==> src/rtl/lock_game_pkg.sv <==
// Shared definitions for the lock game controller: state encoding,
// power codes and small helpers used by the controller.
package lock_game_pkg;

  // State encoding is visible on the state port and is decoded by the display logic.
  typedef enum logic [3:0] {
    S_IDLE        = 4'd0,
    S_ROLE        = 4'd1,
    S_PICK_C      = 4'd2,
    S_PICK_B      = 4'd3,
    S_SHOW_C      = 4'd4,
    S_SHOW_B      = 4'd5,
    S_SET_CODE    = 4'd10,
    S_GUESS       = 4'd11,
    S_CODER_WIN   = 4'd13,
    S_BREAKER_WIN = 4'd14,
    S_GAME_OVER   = 4'd15
  } state_t;

  typedef enum logic [1:0] {
    PWR_NONE  = 2'b00,
    PWR_INVIS = 2'b01,
    PWR_FLEX  = 2'b10,
    PWR_CAMO  = 2'b11
  } power_t;

  // Power given to a player who leaves the selector at NONE when the pick window closes.
  localparam power_t DEFAULT_POWER = PWR_INVIS;

  // States that run the shared cycle timer.
  function automatic logic is_timed(input state_t s);
    return (s == S_PICK_C) || (s == S_PICK_B) ||
           (s == S_SHOW_C) || (s == S_SHOW_B) ||
           (s == S_GUESS)  ||
           (s == S_CODER_WIN) || (s == S_BREAKER_WIN);
  endfunction

  // Resolve the selector value latched at the end of a pick window.
  function automatic logic [1:0] pick_power(input logic [1:0] sel);
    return (sel == PWR_NONE) ? DEFAULT_POWER : sel;
  endfunction

endpackage

==> src/rtl/game_timer.sv <==
// Load/decrement cycle counter shared by all timed states.
// value holds the clocks remaining; expired flags the last cycle (value==1).
module game_timer #(
  parameter int W = 28
) (
  input  logic         clk,
  input  logic         reset,
  input  logic         load,
  input  logic [W-1:0] load_val,
  output logic [W-1:0] value,
  output logic         expired
);

  // Load on request, otherwise count down and rest at zero.
  always_ff @(posedge clk or negedge reset) begin
    if (!reset) begin
      value <= '0;
    end else if (load) begin
      value <= load_val;
    end else if (value != '0) begin
      value <= value - W'(1);
    end
  end

  assign expired = (value == W'(1));

endmodule

==> src/rtl/lock_game_controller.sv <==
// Lock game controller: role selection, power picks, secret-code entry,
// multi-try timed guessing, best-of-N scoring and replay.
//
// code_valid/code_data: single-cycle strobe from the IR decoder with no
// back-pressure. code_data is meaningful only in the cycle code_valid is high;
// each high cycle is one event (back-to-back strobes are separate events).
// Strobes are consumed only in SET_CODE (with confirm high) and GUESS.
module lock_game_controller
  import lock_game_pkg::*;
#(
  parameter int CODE_W        = 8,
  parameter int TIMER_W       = 28,
  parameter int PICK_CYCLES   = 250_000_000,
  parameter int SHOW_CYCLES   = 250_000_000,
  parameter int GUESS_CYCLES  = 250_000_000,
  parameter int RESULT_CYCLES = 100_000_000,
  parameter int MAX_TRIES     = 3,
  parameter int ROUNDS        = 3,
  parameter int SCORE_W       = 4
) (
  input  logic                            clk,
  input  logic                            reset,
  input  logic                            start,
  input  logic                            role_coder,
  input  logic                            role_breaker,
  input  logic [1:0]                      power_sel,
  input  logic                            confirm,
  input  logic                            code_valid,
  input  logic [CODE_W-1:0]               code_data,
  input  logic                            replay,
  output logic [3:0]                      state,
  output logic [1:0]                      coder_power,
  output logic [1:0]                      breaker_power,
  output logic [TIMER_W-1:0]              timer_value,
  output logic [$clog2(MAX_TRIES+1)-1:0]  tries_left,
  output logic [$clog2(ROUNDS+1)-1:0]     round_num,
  output logic [SCORE_W-1:0]              coder_score,
  output logic [SCORE_W-1:0]              breaker_score,
  output logic                            coder_win_led,
  output logic                            breaker_win_led,
  output logic                            game_over
);

  localparam int TRY_W = $clog2(MAX_TRIES + 1);
  localparam int RND_W = $clog2(ROUNDS + 1);

  // A zero-length window still lasts one clock so the FSM cannot stall.
  localparam logic [TIMER_W-1:0] PICK_LOAD   = (PICK_CYCLES   == 0) ? TIMER_W'(1) : TIMER_W'(PICK_CYCLES);
  localparam logic [TIMER_W-1:0] SHOW_LOAD   = (SHOW_CYCLES   == 0) ? TIMER_W'(1) : TIMER_W'(SHOW_CYCLES);
  localparam logic [TIMER_W-1:0] GUESS_LOAD  = (GUESS_CYCLES  == 0) ? TIMER_W'(1) : TIMER_W'(GUESS_CYCLES);
  localparam logic [TIMER_W-1:0] RESULT_LOAD = (RESULT_CYCLES == 0) ? TIMER_W'(1) : TIMER_W'(RESULT_CYCLES);

  localparam logic [TRY_W-1:0] TRIES_FULL = TRY_W'(MAX_TRIES);
  localparam logic [RND_W-1:0] ROUNDS_MAX = RND_W'(ROUNDS);

  state_t              state_q;
  state_t              next_state;
  logic                timer_load;
  logic [TIMER_W-1:0]  timer_load_val;
  logic                timer_expired;
  logic [CODE_W-1:0]   code_q;

  logic                code_accept;
  logic                code_zero;
  logic                guess_hit;
  logic                last_try;
  logic                round_last;
  logic                powers_set;
  logic                enter_cwin;
  logic                enter_bwin;
  logic                result_done;

  game_timer #(
    .W (TIMER_W)
  ) u_timer (
    .clk      (clk),
    .reset    (reset),
    .load     (timer_load),
    .load_val (timer_load_val),
    .value    (timer_value),
    .expired  (timer_expired)
  );

  assign code_accept = confirm && code_valid;
  assign code_zero   = (code_data == '0);
  assign guess_hit   = (code_data == code_q);
  assign last_try    = (tries_left == TRY_W'(1));
  assign round_last  = (round_num == ROUNDS_MAX);
  assign powers_set  = (coder_power != PWR_NONE) && (breaker_power != PWR_NONE);
  assign enter_cwin  = (next_state == S_CODER_WIN)   && (state_q != S_CODER_WIN);
  assign enter_bwin  = (next_state == S_BREAKER_WIN) && (state_q != S_BREAKER_WIN);
  assign result_done = ((state_q == S_CODER_WIN) || (state_q == S_BREAKER_WIN)) && timer_expired;

  assign state = state_q;

  // State register.
  always_ff @(posedge clk or negedge reset) begin
    if (!reset) begin
      state_q <= S_IDLE;
    end else begin
      state_q <= next_state;
    end
  end

  // Next-state decode; in GUESS a strobe is judged before timer expiry.
  always_comb begin
    next_state = state_q;
    case (state_q)
      S_IDLE: begin
        if (start) next_state = S_ROLE;
      end
      S_ROLE: begin
        if (role_coder)        next_state = S_PICK_C;
        else if (role_breaker) next_state = S_PICK_B;
      end
      S_PICK_C: begin
        if (timer_expired) next_state = S_SHOW_C;
      end
      S_PICK_B: begin
        if (timer_expired) next_state = S_SHOW_B;
      end
      S_SHOW_C: begin
        if (timer_expired) next_state = powers_set ? S_SET_CODE : S_PICK_B;
      end
      S_SHOW_B: begin
        if (timer_expired) next_state = powers_set ? S_SET_CODE : S_PICK_C;
      end
      S_SET_CODE: begin
        if (code_accept) next_state = code_zero ? S_BREAKER_WIN : S_GUESS;
      end
      S_GUESS: begin
        if (code_valid && guess_hit)     next_state = S_BREAKER_WIN;
        else if (code_valid && last_try) next_state = S_CODER_WIN;
        else if (timer_expired)          next_state = S_CODER_WIN;
      end
      S_CODER_WIN, S_BREAKER_WIN: begin
        if (timer_expired) next_state = round_last ? S_GAME_OVER : S_ROLE;
      end
      S_GAME_OVER: begin
        if (replay) next_state = S_IDLE;
      end
      default: next_state = S_IDLE;
    endcase
  end

  // Moore outputs plus the timer load issued on the edge that enters a timed state.
  always_comb begin
    coder_win_led   = (state_q == S_CODER_WIN);
    breaker_win_led = (state_q == S_BREAKER_WIN);
    game_over       = (state_q == S_GAME_OVER);
    timer_load      = (next_state != state_q) && is_timed(next_state);
    timer_load_val  = '0;
    case (next_state)
      S_PICK_C, S_PICK_B:         timer_load_val = PICK_LOAD;
      S_SHOW_C, S_SHOW_B:         timer_load_val = SHOW_LOAD;
      S_GUESS:                    timer_load_val = GUESS_LOAD;
      S_CODER_WIN, S_BREAKER_WIN: timer_load_val = RESULT_LOAD;
      default:                    timer_load_val = '0;
    endcase
  end

  // Game data: powers, secret code, tries, round count and scores.
  always_ff @(posedge clk or negedge reset) begin
    if (!reset) begin
      coder_power   <= PWR_NONE;
      breaker_power <= PWR_NONE;
      code_q        <= '0;
      tries_left    <= '0;
      round_num     <= '0;
      coder_score   <= '0;
      breaker_score <= '0;
    end else begin
      if ((state_q == S_PICK_C) && timer_expired) begin
        coder_power <= pick_power(power_sel);
      end
      if ((state_q == S_PICK_B) && timer_expired) begin
        breaker_power <= pick_power(power_sel);
      end
      if ((state_q == S_SET_CODE) && code_accept && !code_zero) begin
        code_q     <= code_data;
        tries_left <= TRIES_FULL;
      end
      if ((state_q == S_GUESS) && code_valid && !guess_hit && (tries_left != '0)) begin
        tries_left <= tries_left - TRY_W'(1);
      end
      if (enter_cwin) begin
        if (coder_score != '1) coder_score <= coder_score + SCORE_W'(1);
        if (!round_last)       round_num   <= round_num + RND_W'(1);
      end
      if (enter_bwin) begin
        if (breaker_score != '1) breaker_score <= breaker_score + SCORE_W'(1);
        if (!round_last)         round_num     <= round_num + RND_W'(1);
      end
      if (result_done && !round_last) begin
        coder_power   <= PWR_NONE;
        breaker_power <= PWR_NONE;
        code_q        <= '0;
      end
      if ((state_q == S_GAME_OVER) && replay) begin
        coder_power   <= PWR_NONE;
        breaker_power <= PWR_NONE;
        code_q        <= '0;
        tries_left    <= '0;
        round_num     <= '0;
        coder_score   <= '0;
        breaker_score <= '0;
      end
    end
  end

endmodule
==> config.mk <==
export PLATFORM = sky130hd
export DESIGN_NAME = lock_game_controller
export DESIGN_NICKNAME = d
export VERILOG_FILES = /design/src/rtl/lock_game_pkg.sv /design/src/rtl/game_timer.sv /design/src/rtl/lock_game_controller.sv
export SDC_FILE = /design/constraint.sdc
export NUM_CORES = 1
export LEC_CHECK = 0
export ABC_AREA = 1
export CORE_UTILIZATION = 50
export DETAILED_ROUTE_END_ITERATION = 7
export PLACE_DENSITY = 0.77
export SETUP_SLACK_MARGIN = 0.1
export SLEW_MARGIN = 25
export SYNTH_ARGS = -nofsm -noshare
export SYNTH_HDL_FRONTEND = slang
export SYNTH_SLANG_ARGS = --single-unit
==> constraint.sdc <==
create_clock -name clk -period 4.9 [get_ports clk]
set_input_delay 1.225 -clock clk [delete_from_list [all_inputs] [get_ports clk]]
set_output_delay 1.225 -clock clk [all_outputs]
set_load 0.01 [all_outputs]
==> impl_metrics.toml, run 1 <==
# synthesis and place-and-route metrics
[floorplanning]
num_rows = 31
fp_util_pct = 52.3
die-height_um = 89.6
io_pins = 69
core_area_um2 = 7330
tap_cells = 99
die_w_um = 89.6

[sta]
hold_viol_final = 0
fin_ws_ns = 1.58
tns_ns = 0
rsz0062_at_grt = "false"
period_minus_slack_ns = 3.32
finalSetupViolations = 0
holdWs_ns = 0.531
worst_slew_pin_slew_ns = 0.728
maxSlewHeadroom_pct = 51.4

[synth]
async_reset_ff_share_pct = 100
area_leaders = "dfrtp_1, nand2_1, nor2_1, inv_1, xor2_1"
top_area_cell = "dfrtp_1"
fa_ha_area_share_pct = 2.28
edf_count = 0
syn-num-nets = 558
ys_cells = 533
top_cell = "nand2_1"
synth.top_cell.area_share_pct = 36.5
synth.cellmix.simpleShare_pct = 35.3
ys_area_um2 = 3840
synth_cell_types = 44
yosysWarnings = 0
common_cells = "nand2_1, nor2_1, inv_1"

[pwr]
p_comb_w = 0.000822
p_clk_share_pct = 15.6
power.net_switching_w = 0.000756
power_sequential_w = 0.000641
fin_total_pwr_w = 0.00173
p_per_area_nw_per_um2 = 370
pwr-share-seq_pct = 37.0

[finish]
drive_gt1_share_pct = 10.6
inverters = 80
clkCellAreaFrac_pct = 2.03
buffers_excl_clock = 69
largest_reg_flops = 28
logic_area_um2 = 2080
reg_top3 = "u_timer.value (28), code_q (8)"
lay_top_cells = "nand2_1, nor2_1, clkdlybuf4s50_1"
final_nets = 628
seq_area_um2 = 1400
nClkBuffers = 5
post-route-util_pct = 64.0

[drt]
dr.pass1.iters = 4
drc_errors = 0
drtAntennaViolNets = 0
dr_wl_met2_mm = 4.41
drt-met1-wl_mm = 4.09
drtIter0Drc = 125

[clocking]
cts_made_buffers = 5
ctsResizeCount = 0
cts.sinks = 56
cts_tree = "built"
cts_max_path_buffers = 2
cts_hold_buffers = 0
cts_setup_buffers = 0
clock_latency_ns = 0.32

[setup_path]
crit_start = "code_data[7]"
crit_cells = 13
reg2reg_from = "u_timer.value[1]"
r2r_slack_ns = 2.05
crit_family = "simple AND/OR/NAND/NOR gates"
crit_top_cell = "nand2_1"
cp-endpoint = "u_timer.value[12]"
required_ns = 5.09
rr_endpoint = "u_timer.value[12]"
crit_buf_inv = 2
crit_chain = "clkdlybuf4s50_1, xnor2_1, nand2_1, nor2_1, nand3_1, nand2_1, nand4_1, nand3_1, nand2_1, inv_1, nand2_2, a21oi_2, a21oi_1"

[job]
maxCapViolCount = 0
openroad.warnings = 29

[grt]
grt_pass1_wl_mm = 15.5
grt_max_degree = 57
antenna_found_initial = 0

[outcome]
status = "finished, final reports clean"

[min_path]
hold_path_end = "coder_score[3]"
worstHoldPathType = "register to register"
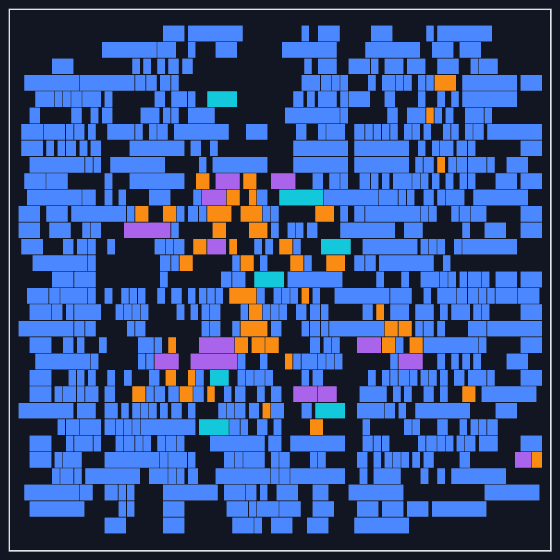
Figure 1: run 1, drive-strength map.
colour	size	cells	share
cyan	drive 6 and up	7	1.2%
purple	drive 3 to 4	13	2.2%
blue	drive 1 or less	540	89%
orange	drive 2	44	7.3%
design area: 4690 um2
Layout area overhead: 22.2%

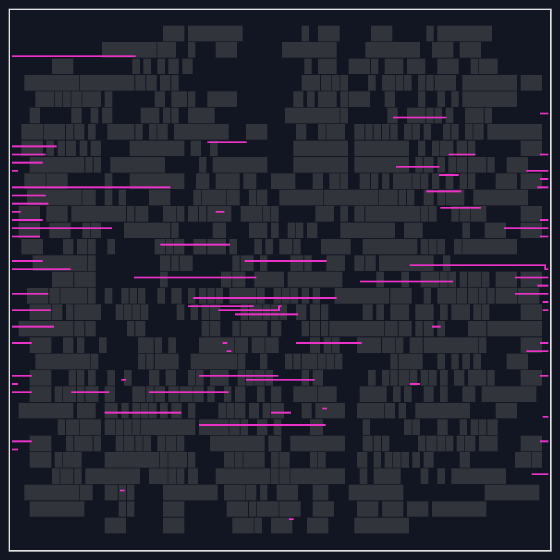
Figure 2: run 1, met3 routing.
nets with wire on the layer	64
longest straight run	26.0 um
main direction	horizontal
share of all routed wire	5.0%
wire length on this layer	462 um
Post-Route WL: 9.16 mm
GRT met3 Usage: 4.84%
Vias: 3,567

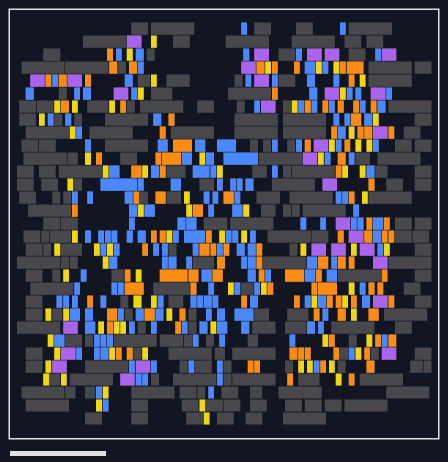
Figure 3: run 1, gate families picked out.
Scale bar: 20 um.
colour	family	cells	most used
purple	XOR/XNOR gates	30	xor2_1
blue	NAND gates	181	nand2_1
yellow	inverters	80	inv_1
orange	NOR gates	109	nor2_1
Finished Layout Cells: 703
combinational share of cell area: 44.5%
most numerous logic cell after layout: nand2_1

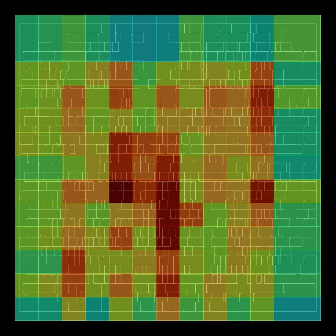
Figure 4: run 1, routing congestion map.
Total GRT Usage: 25.1%
M1 GR Usage: 31.5%

Figure 5. Routed clock nets over the placement (run 1).
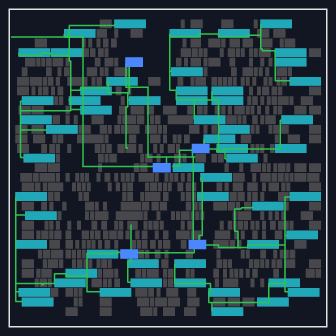

## Run 2: what changed since run 1
--- a/config.mk
+++ b/config.mk
@@ -6,7 +6,7 @@
 export NUM_CORES = 1
 export LEC_CHECK = 0
 export ABC_AREA = 1
-export CORE_UTILIZATION = 50
+export CORE_UTILIZATION = 48
 export DETAILED_ROUTE_END_ITERATION = 7
 export PLACE_DENSITY = 0.77
 export SETUP_SLACK_MARGIN = 0.1
==> constraint.sdc (replaced) <==
create_clock -name clk -period 2.7 [get_ports clk]
set_input_delay 0.675 -clock clk [delete_from_list [all_inputs] [get_ports clk]]
set_output_delay 0.675 -clock clk [all_outputs]
set_load 0.01 [all_outputs]
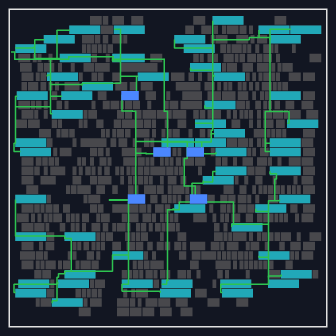
Figure 6: run 2, routed clock nets over the placement.
[green] clock wires | length: 752 um
[blue] cells driving clock nets | count: 5
[cyan] flip-flops | count: 56
flops lie	spread over the die
routed clock nets	6
skew final: 0.00971 ns
Clk Latency, worst-skew pair: 0.32 ns
part of the power in the clock network: 16.7%
Clock net power: 0.000582 W

==> run 2 against run 1 <==
Power is 100% higher. Wire length grew 5.5%. Critical path depth up 1. Non-clock buffer count increased by 37. Setup slack got worse by 1.4 ns. Die size up 4.1%. Sequential power up 79%. Hold slack worse by 0.23 ns. Core utilization is 2.3 points higher.
==> impl_metrics.toml, run 2 <==
# synthesis and place-and-route metrics
[outcome]
status = "finished, final reports clean"

[clocking]
cts_made_buffers = 5
cts_setup_buffers = 0
ctsResizeCount = 3
cts.sinks = 56
cts_hold_buffers = 0

[synth]
synth.cellmix.simpleShare_pct = 35.3
area_leaders = "dfrtp_1, nand2_1, nor2_1, inv_1, xor2_1"
fa_ha_area_share_pct = 2.28
common_cells = "nand2_1, nor2_1, inv_1"
synth.top_cell.area_share_pct = 36.5
async_reset_ff_share_pct = 100
syn-num-nets = 558
top_area_cell = "dfrtp_1"
top_cell = "nand2_1"

[finish]
final_nets = 665
drive_gt1_share_pct = 20.4
largest_reg_flops = 28
lay_top_cells = "nand2_1, clkdlybuf4s50_1, inv_1"
layout_top_cell = "nand2_1"
post-route-util_pct = 66.3
buffers_excl_clock = 106
post_layout_nonfiller_instances = 743
logic_area_um2 = 2200
nClkBuffers = 5
comb_share_pct = 43.0
area_growth_pct = 33.5
clkCellAreaFrac_pct = 2.25
seq_area_um2 = 1400
finish.instance_area_um2 = 5120

[floorplanning]
tap_cells = 102
die-height_um = 91.4
io_pins = 69
num_rows = 32
core_area_um2 = 7730
fp_util_pct = 49.6

[sta]
maxSlewHeadroom_pct = 66.3
rsz0062_at_grt = "true"
tns_ns = 0
period_minus_slack_ns = 2.52
holdWs_ns = 0.304
worst_slew_pin_slew_ns = 0.506

[job]
maxCapViolCount = 0
openroad.warnings = 30

[drt]
drtIter0Drc = 198
dr.pass1.iters = 4
via_count = 3760
dr_wl_met2_mm = 4.90
drc_errors = 0
drt-met1-wl_mm = 4.18
drtAntennaViolNets = 0
routed_wirelength_mm = 9.66

[setup_path]
crit_cells = 14
r2r_slack_ns = 0.28
required_ns = 2.94
crit_buf_inv = 2
crit_start = "code_data[7]"
crit_family = "simple AND/OR/NAND/NOR gates"
reg2reg_from = "u_timer.value[0]"
cp-endpoint = "breaker_score[3]"
rr_endpoint = "u_timer.value[15]"

[grt]
grt_pass1_wl_mm = 16.2
grt_use_met1_pct = 30.6
antenna_found_initial = 0

[min_path]
worstHoldPathType = "primary input to async pin"

[pwr]
p_comb_w = 0.00175
pwr-share-seq_pct = 33.1
power_sequential_w = 0.00115
Power is estimated from default activity; no workload was simulated.
